### config.mk
export PLATFORM = sky130hd
export DESIGN_NAME = multdiv_issue_ctrl
export DESIGN_NICKNAME = d
export VERILOG_FILES = /design/src/rtl/multdiv_pkg.sv /design/src/rtl/multdiv_issue_ctrl.sv
export SDC_FILE = /design/constraint.sdc
export NUM_CORES = 1
export LEC_CHECK = 0
export CORE_UTILIZATION = 37
export CTS_CLUSTER_DIAMETER = 100
export DETAILED_ROUTE_END_ITERATION = 6
export PLACE_DENSITY = 0.8
export REMOVE_ABC_BUFFERS = 1
export SYNTH_ARGS = -nofsm -noshare
export SYNTH_HDL_FRONTEND = slang
export SYNTH_SLANG_ARGS = --single-unit
### constraint.sdc
create_clock -name clock -period 1.6 [get_ports clock]
set_clock_uncertainty 0.05 [all_clocks]
set_input_delay 0.24 -clock clock [delete_from_list [all_inputs] [get_ports clock]]
set_output_delay 0.24 -clock clock [all_outputs]
set_load 0.02 [all_outputs]
### src/rtl/multdiv_pkg.sv
// Shared definitions for the multdiv issue controller: FSM state encoding,
// exception codes and the default register index used for rstatus writes.
package multdiv_pkg;

  // State encoding, fixed so the values can be referenced from outside the FSM
  localparam logic [1:0] ST_IDLE  = 2'd0;
  localparam logic [1:0] ST_START = 2'd1;
  localparam logic [1:0] ST_BUSY  = 2'd2;
  localparam logic [1:0] ST_DONE  = 2'd3;

  typedef enum logic [1:0] {
    IDLE  = ST_IDLE,
    START = ST_START,
    BUSY  = ST_BUSY,
    DONE  = ST_DONE
  } state_e;

  // Architectural register that receives the exception status
  localparam int MD_RSTATUS_REG    = 30;
  // rstatus values written when the multdiv unit flags an exception
  localparam int MD_MULT_EXC_CODE  = 4;
  localparam int MD_DIV_EXC_CODE   = 5;
  // Watchdog limit, only meaningful when MULTDIV_TIMEOUT_EN is defined
  localparam int MD_TIMEOUT_CYCLES = 40;

endpackage

### src/rtl/multdiv_issue_ctrl.sv
// Issue controller between the execute stage and the iterative multdiv unit.
// Captures one MULT/DIV request, fires a single start pulse, stalls the
// pipeline until the unit reports ready, then presents a one-cycle writeback
// packet. Arithmetic exceptions become a write of an exception code to the
// rstatus register.
// Optional build macro: MULTDIV_TIMEOUT_EN adds a BUSY-state watchdog that
// forces an exception writeback after TIMEOUT_CYCLES without a ready.
module multdiv_issue_ctrl
  import multdiv_pkg::*;
#(
  parameter int WIDTH          = 32,
  parameter int RD_W           = 5,
  parameter int RSTATUS_REG    = MD_RSTATUS_REG,
  parameter int MULT_EXC_CODE  = MD_MULT_EXC_CODE,
  parameter int DIV_EXC_CODE   = MD_DIV_EXC_CODE,
  parameter int TIMEOUT_CYCLES = MD_TIMEOUT_CYCLES
) (
  input  logic             clock,
  input  logic             reset_n,
  input  logic             req_valid,
  input  logic             req_is_mult,
  input  logic             req_is_div,
  input  logic [WIDTH-1:0] req_a,
  input  logic [WIDTH-1:0] req_b,
  input  logic [RD_W-1:0]  req_rd,
  input  logic             flush,
  output logic [WIDTH-1:0] md_operandA,
  output logic [WIDTH-1:0] md_operandB,
  output logic             md_ctrl_MULT,
  output logic             md_ctrl_DIV,
  input  logic [WIDTH-1:0] md_result,
  input  logic             md_exception,
  input  logic             md_resultRDY,
  output logic             stall,
  output logic             wb_valid,
  output logic [RD_W-1:0]  wb_rd,
  output logic [WIDTH-1:0] wb_data,
  output logic             wb_exception
);

  if (TIMEOUT_CYCLES < 1) begin : g_bad_timeout
    $error("multdiv_issue_ctrl: TIMEOUT_CYCLES must be at least 1");
  end

  state_e          state;
  logic            op_mult;      // stored op type, multiply when set
  logic [RD_W-1:0] rd_q;         // stored destination register
  logic            valid_req;    // request that actually names an operation
  logic            idle_or_done; // states in which a new request may be taken
  logic            accept;       // request registered this cycle
  logic            timeout;      // watchdog expiry in BUSY

  // Exception code for the stored operation, widened to the data bus
  function automatic logic [WIDTH-1:0] exc_code(input logic is_mult);
    return is_mult ? WIDTH'(MULT_EXC_CODE) : WIDTH'(DIV_EXC_CODE);
  endfunction

  assign valid_req    = req_valid & (req_is_mult | req_is_div);
  assign idle_or_done = (state == IDLE) | (state == DONE);
  // A flush in the same cycle wins over taking a new request
  assign accept       = idle_or_done & valid_req & ~flush;

  // Hold the pipeline while an op is in flight or waiting to be taken
  assign stall = (state == START) | (state == BUSY) | (idle_or_done & valid_req);

  // Writeback strobe follows DONE directly so a flush in DONE can still kill it
  assign wb_valid = (state == DONE) & ~flush;

`ifdef MULTDIV_TIMEOUT_EN
  localparam int TO_W = $clog2(TIMEOUT_CYCLES + 1);

  logic [TO_W-1:0] busy_cnt;

  // Count BUSY cycles since the last issue; restarts on every new request
  always_ff @(posedge clock or negedge reset_n) begin
    if (!reset_n) begin
      busy_cnt <= '0;
    end else if (accept) begin
      busy_cnt <= '0;
    end else if (state == BUSY) begin
      busy_cnt <= busy_cnt + TO_W'(1);
    end
  end

  // Expire on the last permitted BUSY cycle so DONE lands TIMEOUT_CYCLES after BUSY entry
  assign timeout = (state == BUSY) & (busy_cnt == TO_W'(TIMEOUT_CYCLES - 1));
`else
  assign timeout = 1'b0;
`endif

  // Issue FSM: operand capture, start pulse, result capture and writeback packet
  always_ff @(posedge clock or negedge reset_n) begin
    if (!reset_n) begin
      state        <= IDLE;
      op_mult      <= 1'b0;
      rd_q         <= '0;
      md_operandA  <= '0;
      md_operandB  <= '0;
      md_ctrl_MULT <= 1'b0;
      md_ctrl_DIV  <= 1'b0;
      wb_rd        <= '0;
      wb_data      <= '0;
      wb_exception <= 1'b0;
    end else begin
      // NOTE: non-blocking assignments throughout, so every branch below sees
      // this cycle's register values and the later assignment of the start
      // pulses safely overrides the default clear.
      md_ctrl_MULT <= 1'b0;
      md_ctrl_DIV  <= 1'b0;

      if (accept) begin
        md_operandA  <= req_a;
        md_operandB  <= req_b;
        rd_q         <= req_rd;
        op_mult      <= req_is_mult;
        md_ctrl_MULT <= req_is_mult;
        md_ctrl_DIV  <= ~req_is_mult;
      end

      case (state)
        IDLE, DONE: state <= accept ? START : IDLE;
        // Ready may still be high from a previous op, so it is not looked at here
        START:      state <= flush ? IDLE : BUSY;
        BUSY: begin
          if (flush) begin
            state <= IDLE;
          end else if (md_resultRDY) begin
            state        <= DONE;
            wb_rd        <= md_exception ? RD_W'(RSTATUS_REG) : rd_q;
            wb_data      <= md_exception ? exc_code(op_mult) : md_result;
            wb_exception <= md_exception;
          end else if (timeout) begin
            state        <= DONE;
            wb_rd        <= RD_W'(RSTATUS_REG);
            wb_data      <= exc_code(op_mult);
            wb_exception <= 1'b1;
          end
        end
        default:    state <= IDLE;
      endcase
    end
  end

endmodule

pinout.png
Drawn at 4 px/µm. Pins as bars across the die edge, other pins in gray.
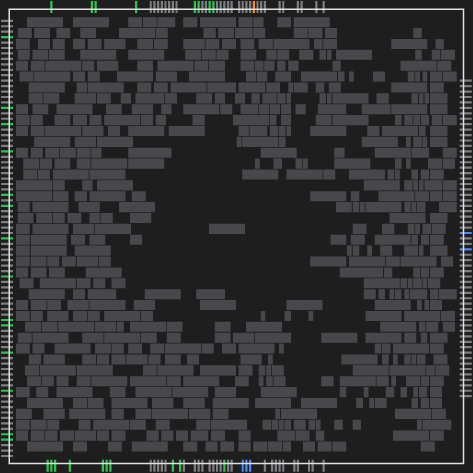
Green marks `req_b`, pins 32, direction input, edge 14 left, 10 bottom, 8 top. Orange marks `req_valid`, pins 1, direction input, edge top. Blue marks `req_rd`, pins 5, direction input, edge 3 bottom, 2 right.
All pins by edge: 81 left, 59 right, 38 bottom, 37 top.
Chip Height: 113 µm
die extent in x: 113 µm

==> results.yml <==
# generated from flow reports
status:
  outcome: "complete, but fails checks"
  violations: "negative setup slack"
cells_and_area:
  layout.cells.non_filler: 718
  lay_top_count: "dfrtp_1"
  final_area_um2: 7280
  nets: 679
  antenna-diode-count: 0
  final_cell_mix: "112 x dfrtp_1, 108 x clkdlybuf4s50_1, 87 x dlygate4sd2_1"
  fillers: 962
  area_delta_synth_final_pct: 59.1
  drive_gt1_share_pct: 19.8
yosys:
  edf_count: 0
  ys_ff: 112
  syn_area_per_cell_um2: 13.6
  ys_sh_mux_pct: 19.3
  synthArstFlopShare_pct: 100
  ys.flop_type: "dfrtp_1"
  top_cell_area_share_pct: 61.3
  synth-xor-area-share_pct: 0
  ys_top_logic_family: "multiplexers"
  ys_types: 24
  ys_sh_aoi_pct: 4.79
  ys_cells: 336
  top_area_cell: "dfrtp_1"
  synthSimpleGateAreaFrac_pct: 9.22
  synthCells: 336
  ys_seq_share_pct: 61.3
  synthAdderAreaFrac_pct: 0.820
  syn-cell-area_um2: 4580
  ys_warn_count: 0
  topCellsByArea: "dfrtp_1 61%, mux2_2 10%, mux2_4 6.6%"
  ys_chip_area_um2: 4580
sta:
  max_slew_margin_pct: 80.1
  worstMarginPinSlew_ns: 0.299
  min_period_ns: 1.80
  fmax_mhz: 555
  drv_slew: 0
  finalSetupViolCount: 72
  hold_ws_ns: 0.274
  min_period_over_period_pct: 113
  finalHoldViolations: 0
  timing.final.ws_setup_ns: -0.202
  rsz0062_at_grt: "yes"
  tns_ns: -11.28
grt:
  grt_start_max_net_pins: 55
  first_global_vias: 3658
  grt-ovfl-total: 0
  antenna_found_initial: 0
  grt_pass1_wl_um: 18000
placement:
  place_inst: 699
  dpl_cell_area_um2: 6960
  gp_congestion: 0.733
  io_buffers: 214
  dpl.hpwl_um: 8370
run:
  warnings: 29
  maxCapViolCount: 0
clocking:
  clk_pin_slew_ns: 0.08
  h-tree-depth: 3
  cts_tree: "yes"
  cts_buffers: 9
  clock_sinks: 112
  cts_root_buf: "clkbuf_16"
  clk_latency_ns: 0.34
  clockBufferDepth: 2
floorplan:
  design.core.area_um2: 12000
  num_rows: 40
  fp-utilization_pct: 38.1
  dieArea_um2: 12800
  ios: 215
worst_setup_path:
  worstPathArrival_ns: 1.98
  path_cells: "ha_4 -> nor3b_4 -> buf_12 -> buf_12 -> mux2_2"
  cp_max_fo: 18
  setup.worst_path.start_class: "register"
  critical_path_class: "register to register"
  endpoint_kind: "register"
  cp.required_ns: 1.78
  cpMostUsedCell: "buf_12"
  critPathMaxStageDelay_ns: 0.42
  slowest_stage: "dfrtp_1"
hold_path:
  hp-class: "primary input to asynchronous set/reset pin"
routing:
  drt_iter0_drc: 138
  postRouteAntennaNets: 0
  viasPerCell: 4.65
  drc_errors: 0
  first_pass_iters: 4
power:
  ir_drop_uv: 703
  power.leakage_uw: 0.00361
  power.density_nw_per_um2: 1130
route_heat.png
Drawn at 3 px/µm. 23 x 23 tiles, from dark blue (low) to red (high), scaled to the fullest tile. Values are wire area over tile area, all layers added.
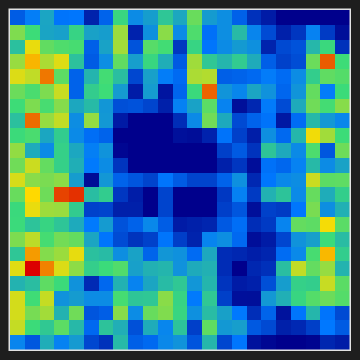
The emptiest ninth of the die: middle. The mean over all tiles is 0.14. The fullest tile reaches 0.43. 23% of the tiles are over half the peak. 7.2% of the tiles are nearly empty.
vias post-DR: 3338
Routed WL: 11100 µm
Avg WL per Cell: 15.5 µm
GRT Total Usage: 18.1%

power by group:
group	internal, µW	switching [µW]
Combinational	1180	1110
Sequential	3310	256
Clock	1370	1000
final timing paths:
path	from	to	slack [ns]	cells past startpoint
hold reg to reg	wb_data[23]$_DFFE_PN0P_	wb_data[23]$_DFFE_PN0P_	0.42	2
setup / recovery	state[1]$_DFFE_PN0P_	md_operandA[5]$_DFFE_PN0P_	-0.20	5
hold / removal	reset_n	md_operandA[21]$_DFFE_PN0P_	0.27	2
max in group asynchronous	reset_n	wb_data[10]$_DFFE_PN0P_	0.67	3
min in group clock	md_result[3]	wb_data[3]$_DFFE_PN0P_	0.42	3
setup reg to reg	state[1]$_DFFE_PN0P_	md_operandA[5]$_DFFE_PN0P_	-0.20	5
cells by family after synthesis:
family | count (synthesis)
flops | 112
simple gates | 84
fa+ha+maj | 3
compound gates | 42
buf+inv | 23
mux | 72
metrics by stage:
stage | setup WS [ns] | util, % | power [µW]
floorplan | -3.07 | - | 4710
global placement | -0.324 | 57.9 | 6120
detailed placement | -0.349 | 57.9 | 6190
CTS | -0.195 | 60.1 | 8350
global route | -0.246 | 60.6 | 8640
finish | -0.202 | 60.6 | 8220
layer usage:
metal	vias to the layer above	track usage, %	part of all wire [%]
met4	0	5.79	1.1
met1	1595	20.5	40
met2	146	31.5	49
met5	-	0	0
met3	10	7.07	9.5
li1	1587	-	-
worst max-delay path: cells and delay by family (launching register included):
| family | cells | cell delay, ns |
|---|---|---|
| flops | 1 | 0.42 |
| buf+inv | 2 | 0.35 |
| mux | 1 | 0.35 |
| fa+ha+maj | 1 | 0.29 |
| simple gates | 1 | 0.24 |
synthesized netlist by cell type (2+ instances only):
cell type and number:
clkbuf_1 6, mux2_4 20, nand2b_1 32, o21ai_0 38, mux2_2 42, ha_1 3, buf_2 6, buf_12 6
nor2b_1 3, nor2_1 6, dfrtp_1 112, mux2_1 9, nand2_1 39, inv_1 3, a21oi_1 2
sequential cells by signal, summed over array words and instances (netlist names):
signal,count
md_ctrl_DIV,1
md_ctrl_MULT,1
md_operandA,32
md_operandB,32
op_mult,1
rd_q,5
state,2
wb_data,32
wb_exception,1
wb_rd,5
final cells by class:
cell class | instances | area [µm²] | share of cell area (%)
Clock buffer | 9 | 225 | 3.09
Clock inverter | 6 | 90.1 | 1.24
Tap cell | 147 | 184 | 2.53
Multi-Input combinational cell | 201 | 1610 | 22.1
Timing Repair Buffer | 240 | 2350 | 32.4
Inverter | 3 | 11.3 | 0.155
Sequential cell | 112 | 2800 | 38.5
timing repair:
item,4_1_cts,5_1_grt
buffers inserted,4,0
endpoints found under the hold margin,17,0
resized,104,20
hold buffers,1,0
endpoints found under the setup margin,159,88
Power is estimated from default activity; no workload was simulated.
